**config.mk**
```make
export PLATFORM = sky130hd
export DESIGN_NAME = uart_tx_arbiter_flat
export DESIGN_NICKNAME = d
export VERILOG_FILES = /design/src/rtl/uart_tx_arbiter_if.sv /design/src/rtl/uart_tx_arbiter.sv /design/src/flat_wrapper.sv
export SDC_FILE = /design/constraint.sdc
export NUM_CORES = 1
export LEC_CHECK = 0
export CORE_MARGIN = 2
export CORE_UTILIZATION = 51
export CTS_CLUSTER_SIZE = 10
export DETAILED_ROUTE_END_ITERATION = 6
export PLACE_DENSITY = 0.9
export SYNTH_ARGS = -nofsm -noshare
export SYNTH_HDL_FRONTEND = slang
export SYNTH_SLANG_ARGS = --single-unit
```
**constraint.sdc**
```tcl
create_clock -name CLK -period 4.44 [get_ports CLK]
set_input_delay 0.888 -clock CLK [delete_from_list [all_inputs] [get_ports CLK]]
set_output_delay 0.888 -clock CLK [all_outputs]
set_load 0.03 [all_outputs]
```
**src/rtl/uart_tx_arbiter_if.sv**
```systemverilog
// Requester and transmitter signals of the UART TX arbiter.
// slave is the arbiter's view. master is the environment's view: the byte sources plus
// the ready line from UART_TX_CTRL.
interface uart_tx_arbiter_if #(
    parameter int unsigned NUM_REQ = 2,
    parameter int unsigned DATA_W  = 8
) ();
    logic [NUM_REQ-1:0]        REQ;
    logic [NUM_REQ-1:0]        LAST;
    logic [NUM_REQ*DATA_W-1:0] DATA;
    logic [NUM_REQ-1:0]        ACK;
    logic [NUM_REQ-1:0]        GRANT;
    logic                      BUSY;
    logic                      LOCKED;
    logic                      TX_SEND;
    logic [DATA_W-1:0]         TX_DATA;
    logic                      TX_READY;

    modport master (
        output REQ, LAST, DATA, TX_READY,
        input  ACK, GRANT, BUSY, LOCKED, TX_SEND, TX_DATA
    );

    modport slave (
        input  REQ, LAST, DATA, TX_READY,
        output ACK, GRANT, BUSY, LOCKED, TX_SEND, TX_DATA
    );
endinterface

```
**src/rtl/uart_tx_arbiter.sv**
```systemverilog
// Round-robin arbiter sharing one UART_TX_CTRL among NUM_REQ byte sources, with an
// optional packet lock so multi-byte strings are not interleaved.
module uart_tx_arbiter #(
    parameter int unsigned NUM_REQ      = 2,
    parameter int unsigned DATA_W       = 8,
    parameter logic [15:0] LOCK_TIMEOUT = 16'd50000
) (
    input logic              CLK,
    input logic              RST,
    uart_tx_arbiter_if.slave bus
);
    localparam int unsigned IDX_W = $clog2(NUM_REQ);

    typedef enum logic [1:0] {
        StIdle,
        StIssue,
        StHold,
        StWaitRdy
    } state_e;

    state_e             state_q;
    logic [IDX_W-1:0]   ptr_q;
    logic [IDX_W-1:0]   owner_q;
    logic [15:0]        lock_cnt_q;
    logic               locked_q;
    logic               busy_q;
    logic               tx_send_q;
    logic [DATA_W-1:0]  tx_data_q;
    logic [NUM_REQ-1:0] ack_q;
    logic [NUM_REQ-1:0] grant_q;

    logic               owner_req;
    logic [NUM_REQ-1:0] cand;
    logic               win_valid;
    logic [IDX_W-1:0]   win_idx;
    logic [IDX_W-1:0]   win_next;
    logic [NUM_REQ-1:0] win_onehot;
    logic [DATA_W-1:0]  win_data;
    logic               win_last;
    logic               lock_expire;

    // Candidate set and round-robin winner search starting at ptr_q.
    always_comb begin
        owner_req  = 1'b0;
        win_valid  = 1'b0;
        win_idx    = '0;
        win_next   = '0;
        win_onehot = '0;
        win_data   = '0;
        win_last   = 1'b0;
        for (int j = 0; j < int'(NUM_REQ); j++) begin
            if (owner_q == IDX_W'(j)) begin
                owner_req = bus.REQ[j];
            end
        end
        cand = bus.REQ;
        if (locked_q) begin
            // While locked only the packet owner may be granted.
            for (int j = 0; j < int'(NUM_REQ); j++) begin
                if (owner_q != IDX_W'(j)) begin
                    cand[j] = 1'b0;
                end
            end
        end
        for (int k = 0; k < int'(NUM_REQ); k++) begin
            for (int j = 0; j < int'(NUM_REQ); j++) begin
                if (!win_valid && cand[j] &&
                    ((int'(ptr_q) + k == j) || (int'(ptr_q) + k - int'(NUM_REQ) == j))) begin
                    win_valid     = 1'b1;
                    win_idx       = IDX_W'(j);
                    win_next      = (j == int'(NUM_REQ) - 1) ? '0 : IDX_W'(j + 1);
                    win_onehot[j] = 1'b1;
                    win_data      = bus.DATA[j*DATA_W +: DATA_W];
                    win_last      = bus.LAST[j];
                end
            end
        end
        lock_expire = (LOCK_TIMEOUT != 16'd0) && (lock_cnt_q == LOCK_TIMEOUT - 16'd1);
    end

    // Arbitration FSM; every output is a register updated here.
    always_ff @(posedge CLK) begin
        if (RST) begin
            state_q    <= StIdle;
            ptr_q      <= '0;
            owner_q    <= '0;
            lock_cnt_q <= '0;
            locked_q   <= 1'b0;
            busy_q     <= 1'b0;
            tx_send_q  <= 1'b0;
            tx_data_q  <= '0;
            ack_q      <= '0;
            grant_q    <= '0;
        end else begin
            tx_send_q <= 1'b0;
            ack_q     <= '0;
            case (state_q)
                StIdle: begin
                    // No grant unless the transmitter is ready, so nothing collides with a
                    // byte still in flight (including one started before a reset).
                    if (bus.TX_READY && win_valid) begin
                        tx_data_q  <= win_data;
                        grant_q    <= win_onehot;
                        ack_q      <= win_onehot;
                        tx_send_q  <= 1'b1;
                        owner_q    <= win_idx;
                        ptr_q      <= win_next;
                        locked_q   <= ~win_last;
                        lock_cnt_q <= '0;
                        busy_q     <= 1'b1;
                        state_q    <= StIssue;
                    end else if (locked_q && !owner_req) begin
                        if (lock_expire) begin
                            locked_q   <= 1'b0;
                            lock_cnt_q <= '0;
                        end else begin
                            lock_cnt_q <= lock_cnt_q + 16'd1;
                        end
                    end else begin
                        lock_cnt_q <= '0;
                    end
                end
                StIssue: begin
                    state_q <= StHold;
                end
                StHold: begin
                    // UART_TX_CTRL needs a cycle to drop ready after send.
                    state_q <= StWaitRdy;
                end
                StWaitRdy: begin
                    if (bus.TX_READY) begin
                        grant_q <= '0;
                        busy_q  <= 1'b0;
                        state_q <= StIdle;
                    end
                end
                default: begin
                    grant_q <= '0;
                    busy_q  <= 1'b0;
                    state_q <= StIdle;
                end
            endcase
        end
    end

    assign bus.TX_SEND = tx_send_q;
    assign bus.TX_DATA = tx_data_q;
    assign bus.ACK     = ack_q;
    assign bus.GRANT   = grant_q;
    assign bus.BUSY    = busy_q;
    assign bus.LOCKED  = locked_q;
endmodule

```
**src/flat_wrapper.sv**
```systemverilog
// flat-port wrapper written by rule: the top's interface ports become plain ports
module uart_tx_arbiter_flat 
#(
    parameter int unsigned NUM_REQ      = 2,
    parameter int unsigned DATA_W       = 8,
    parameter logic [15:0] LOCK_TIMEOUT = 16'd50000
)
  (CLK, RST, bus_REQ, bus_LAST, bus_DATA, bus_TX_READY, bus_ACK, bus_GRANT, bus_BUSY, bus_LOCKED, bus_TX_SEND, bus_TX_DATA);
  uart_tx_arbiter_if #(.NUM_REQ(NUM_REQ), .DATA_W(DATA_W)) bus_i ();
  input logic CLK;
  input logic RST;
  input wire logic [$bits(bus_i.REQ)-1:0] bus_REQ;
  input wire logic [$bits(bus_i.LAST)-1:0] bus_LAST;
  input wire logic [$bits(bus_i.DATA)-1:0] bus_DATA;
  input wire logic [$bits(bus_i.TX_READY)-1:0] bus_TX_READY;
  output wire logic [$bits(bus_i.ACK)-1:0] bus_ACK;
  output wire logic [$bits(bus_i.GRANT)-1:0] bus_GRANT;
  output wire logic [$bits(bus_i.BUSY)-1:0] bus_BUSY;
  output wire logic [$bits(bus_i.LOCKED)-1:0] bus_LOCKED;
  output wire logic [$bits(bus_i.TX_SEND)-1:0] bus_TX_SEND;
  output wire logic [$bits(bus_i.TX_DATA)-1:0] bus_TX_DATA;
  assign bus_i.REQ = bus_REQ;
  assign bus_i.LAST = bus_LAST;
  assign bus_i.DATA = bus_DATA;
  assign bus_i.TX_READY = bus_TX_READY;
  assign bus_ACK = bus_i.ACK;
  assign bus_GRANT = bus_i.GRANT;
  assign bus_BUSY = bus_i.BUSY;
  assign bus_LOCKED = bus_i.LOCKED;
  assign bus_TX_SEND = bus_i.TX_SEND;
  assign bus_TX_DATA = bus_i.TX_DATA;
  uart_tx_arbiter #(.NUM_REQ(NUM_REQ), .DATA_W(DATA_W), .LOCK_TIMEOUT(LOCK_TIMEOUT)) u_core (.CLK(CLK), .RST(RST), .bus(bus_i));
endmodule
```
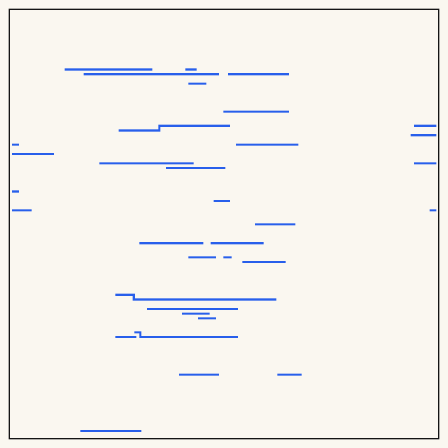
(images/m3.png)
- nets with wire on the layer: 28
- share of all routed wire: 5.8%
- longest straight run: 20.5 µm
- main direction: horizontal

==> run_results.csv <==
group,metric,value,unit
outcome,run_status,"finished clean",
die,fp_util,52.23,%
final_timing,rsz0062_at_grt,"false",
setup_path,cp.arrival,2700,ps
detailed_routing,viasPerCell,5.718,
detailed_routing,dr.pass1.iters,4,
pwr,clkPwrFrac,19.2,%
pwr,internal_power,554.2,µW
cts,clock_path_buffers,2,
die,core-area,0.003284,mm²
pwr,p_comb,345,µW
yosys,ys_cells,211,
cts,postCtsSetupBuffers,0,
final_timing,finClkSkew,6.768,ps
final_timing,finalClockPeriodUsage,55.42,%
placed_design,place.gp.congestion,0.9196,
job,cap_violations,0,
yosys,ys_types,37,
pwr,clk-power,172,µW
cells_and_area,layout-drive-gt1-share,4.839,%
grt,grt_overflow_total,0,
yosys,avgSynthCellArea,8.130,µm²
cts,clkTransAtPathRegs,100,ps
pwr,p_seq_share,42.4,%
yosys,syn_inst,211,
final_timing,max_slew.worst_pin.slew,1001,ps
pwr,p_comb_share,38.5,%
cts,clock_latency,350,ps
die,die_x,62.00,µm
die,num_rows,21,
die,die_h,62.00,µm
grt,grt_pass1_wl,6.127,mm
placed_design,port_buffers,37,
detailed_routing,drtIter0Drc,82,
min_path,worstHoldPathType,"reg -> reg",
cells_and_area,final_nets,275,
pwr,power.density,413.9,mW/mm²
min_path,hold_start,"u_core.lock_cnt_q[15]",
die,dieArea,0.003843,mm²
setup_path,critPathLaunchType,"primary input",
setup_path,worst-path-max-fanout,11,
pwr,top_power_group,"registers",
detailed_routing,route.detailed.drc,0,
setup_path,timing.rr.start,"u_core.state_q[0]",
yosys,ys.flop_type,"dfxtp_1",
grt,grt_pass1_vias,1376,
yosys,ys_seq_share,40.85,%
yosys,yosysMostFrequentCell,"dfxtp_1",
cts,cts_sinks,35,
grt,grt_max_degree,28,
detailed_routing,vias,1681,
pwr,switching_share,38.32,%
yosys,top_cells_by_count,"dfxtp_1, nor2_1, nand2_1",
detailed_routing,routed_wl,4.000,mm
cts,cts_tree,"done",
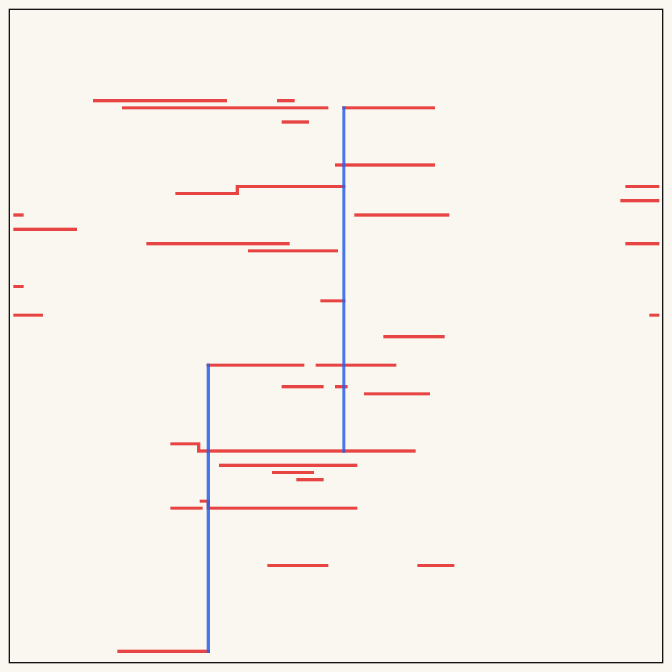
(images/layers.png)
Two of the layers only.
- red: M3 (wire length 232 µm)
- blue: M4 (wire length 59.8 µm)

==> registers in the layout, indices dropped and copies added (netlist names) <==
| signal | flops |
|---|---|
| u_core.bus.TX_DATA | 8 |
| u_core.ptr_q | 1 |
| u_core.bus.LOCKED | 1 |
| u_core.bus.TX_SEND | 1 |
| u_core.bus.BUSY | 1 |
| u_core.state_q | 2 |
| u_core.owner_q | 1 |
| u_core.bus.ACK | 2 |
| u_core.lock_cnt_q | 16 |
| u_core.bus.GRANT | 2 |
==> area by class of cell <==
class                           instances  area (µm²)
Inverter                                9       33.78
Sequential cell                        35       700.7
Timing Repair Buffer                   38       377.9
Clock buffer                            6       41.29
Multi-Input combinational cell        158       947.2
Tap cell                               46       57.56
Clock inverter                          2       12.51
Fill cell                             276        1114
==> placed cells by master, fill, tap and decap left out, types with 2 or more instances in the layout <==
cell | Yosys | layout
a21oi_1 | 13 | 13
nand3_1 | 11 | 11
nor2b_1 | 4 | 4
o21ai_1 | 2 | 2
clkdlybuf4s50_1 | 0 | 37
o21ai_0 | 7 | 7
inv_1 | 9 | 9
nor2_1 | 25 | 25
a221oi_1 | 8 | 8
dfxtp_1 | 35 | 35
and3_1 | 2 | 2
nand3b_1 | 2 | 2
or3_1 | 4 | 4
o22ai_1 | 2 | 2
or4_4 | 2 | 2
nor3_1 | 16 | 16
a31oi_1 | 3 | 3
clkbuf_4 | 0 | 5
ha_1 | 5 | 5
nor4_1 | 2 | 2
a21o_1 | 3 | 3
mux2i_1 | 5 | 5
nand4_1 | 3 | 3
nand4b_1 | 3 | 3
a22oi_1 | 3 | 3
and2_1 | 3 | 3
nand2_1 | 19 | 19
==> cell families (layout without fill, tap and decap cells) <==
group,after synthesis,after routing,synth area share (%)
and+or+nand+nor,99,99,29.76
AOI/OAI and AO/OA,48,48,18.38
buffers and inverters,18,55,3.938
xor gates and xnor gates,1,1,0.5107
adders and majority gates,5,5,3.647
muxes,5,5,2.918
DFF,35,35,40.85
==> through the flow <==
step	instances	total power [µW]	area (µm²)	setup WS [ps]	util, %
after CTS	294	904.0	2171	1981	66.10
after floorplan	211	613.5	1715	2412	-
after detailed placement	286	734.0	2117	1620	64.46
after global placement	286	722.1	2117	1659	64.46
final	294	898.4	2171	1980	66.10
after global routing	294	951.4	2171	1782	66.10
==> routing by layer <==
| metal | global-route usage (%) | vias up | share of wire (%) |
|---|---|---|---|
| met5 | 0 | - | 0 |
| met4 | 8.815 | 0 | 1.5 |
| met3 | 6.211 | 6 | 5.8 |
| met2 | 32.89 | 60 | 49 |
| met1 | 29.63 | 776 | 43 |
| li1 | - | 839 | - |
==> critical path: stages <==
cell             delay [ps]
clkdlybuf4s50_1         520
mux2i_1                 130
a21oi_1                 410
nand2_1                 340
a221oi_1                330
nor3_1                   70
==> worst max path at each step <==
stage	to	slack (ps)	cells after the start
after floorplan	u_core.bus.BUSY	2410	6
after global placement	u_core.bus.LOCKED	1660	5
after detailed placement	u_core.bus.TX_DATA[6]	1620	6
after CTS	u_core.bus.TX_DATA[6]	1980	6
after global routing	u_core.bus.TX_DATA[6]	1780	6
final	u_core.bus.TX_DATA[6]	1980	6
Power figures rest on the tool's default switching activity, not on a simulated workload.
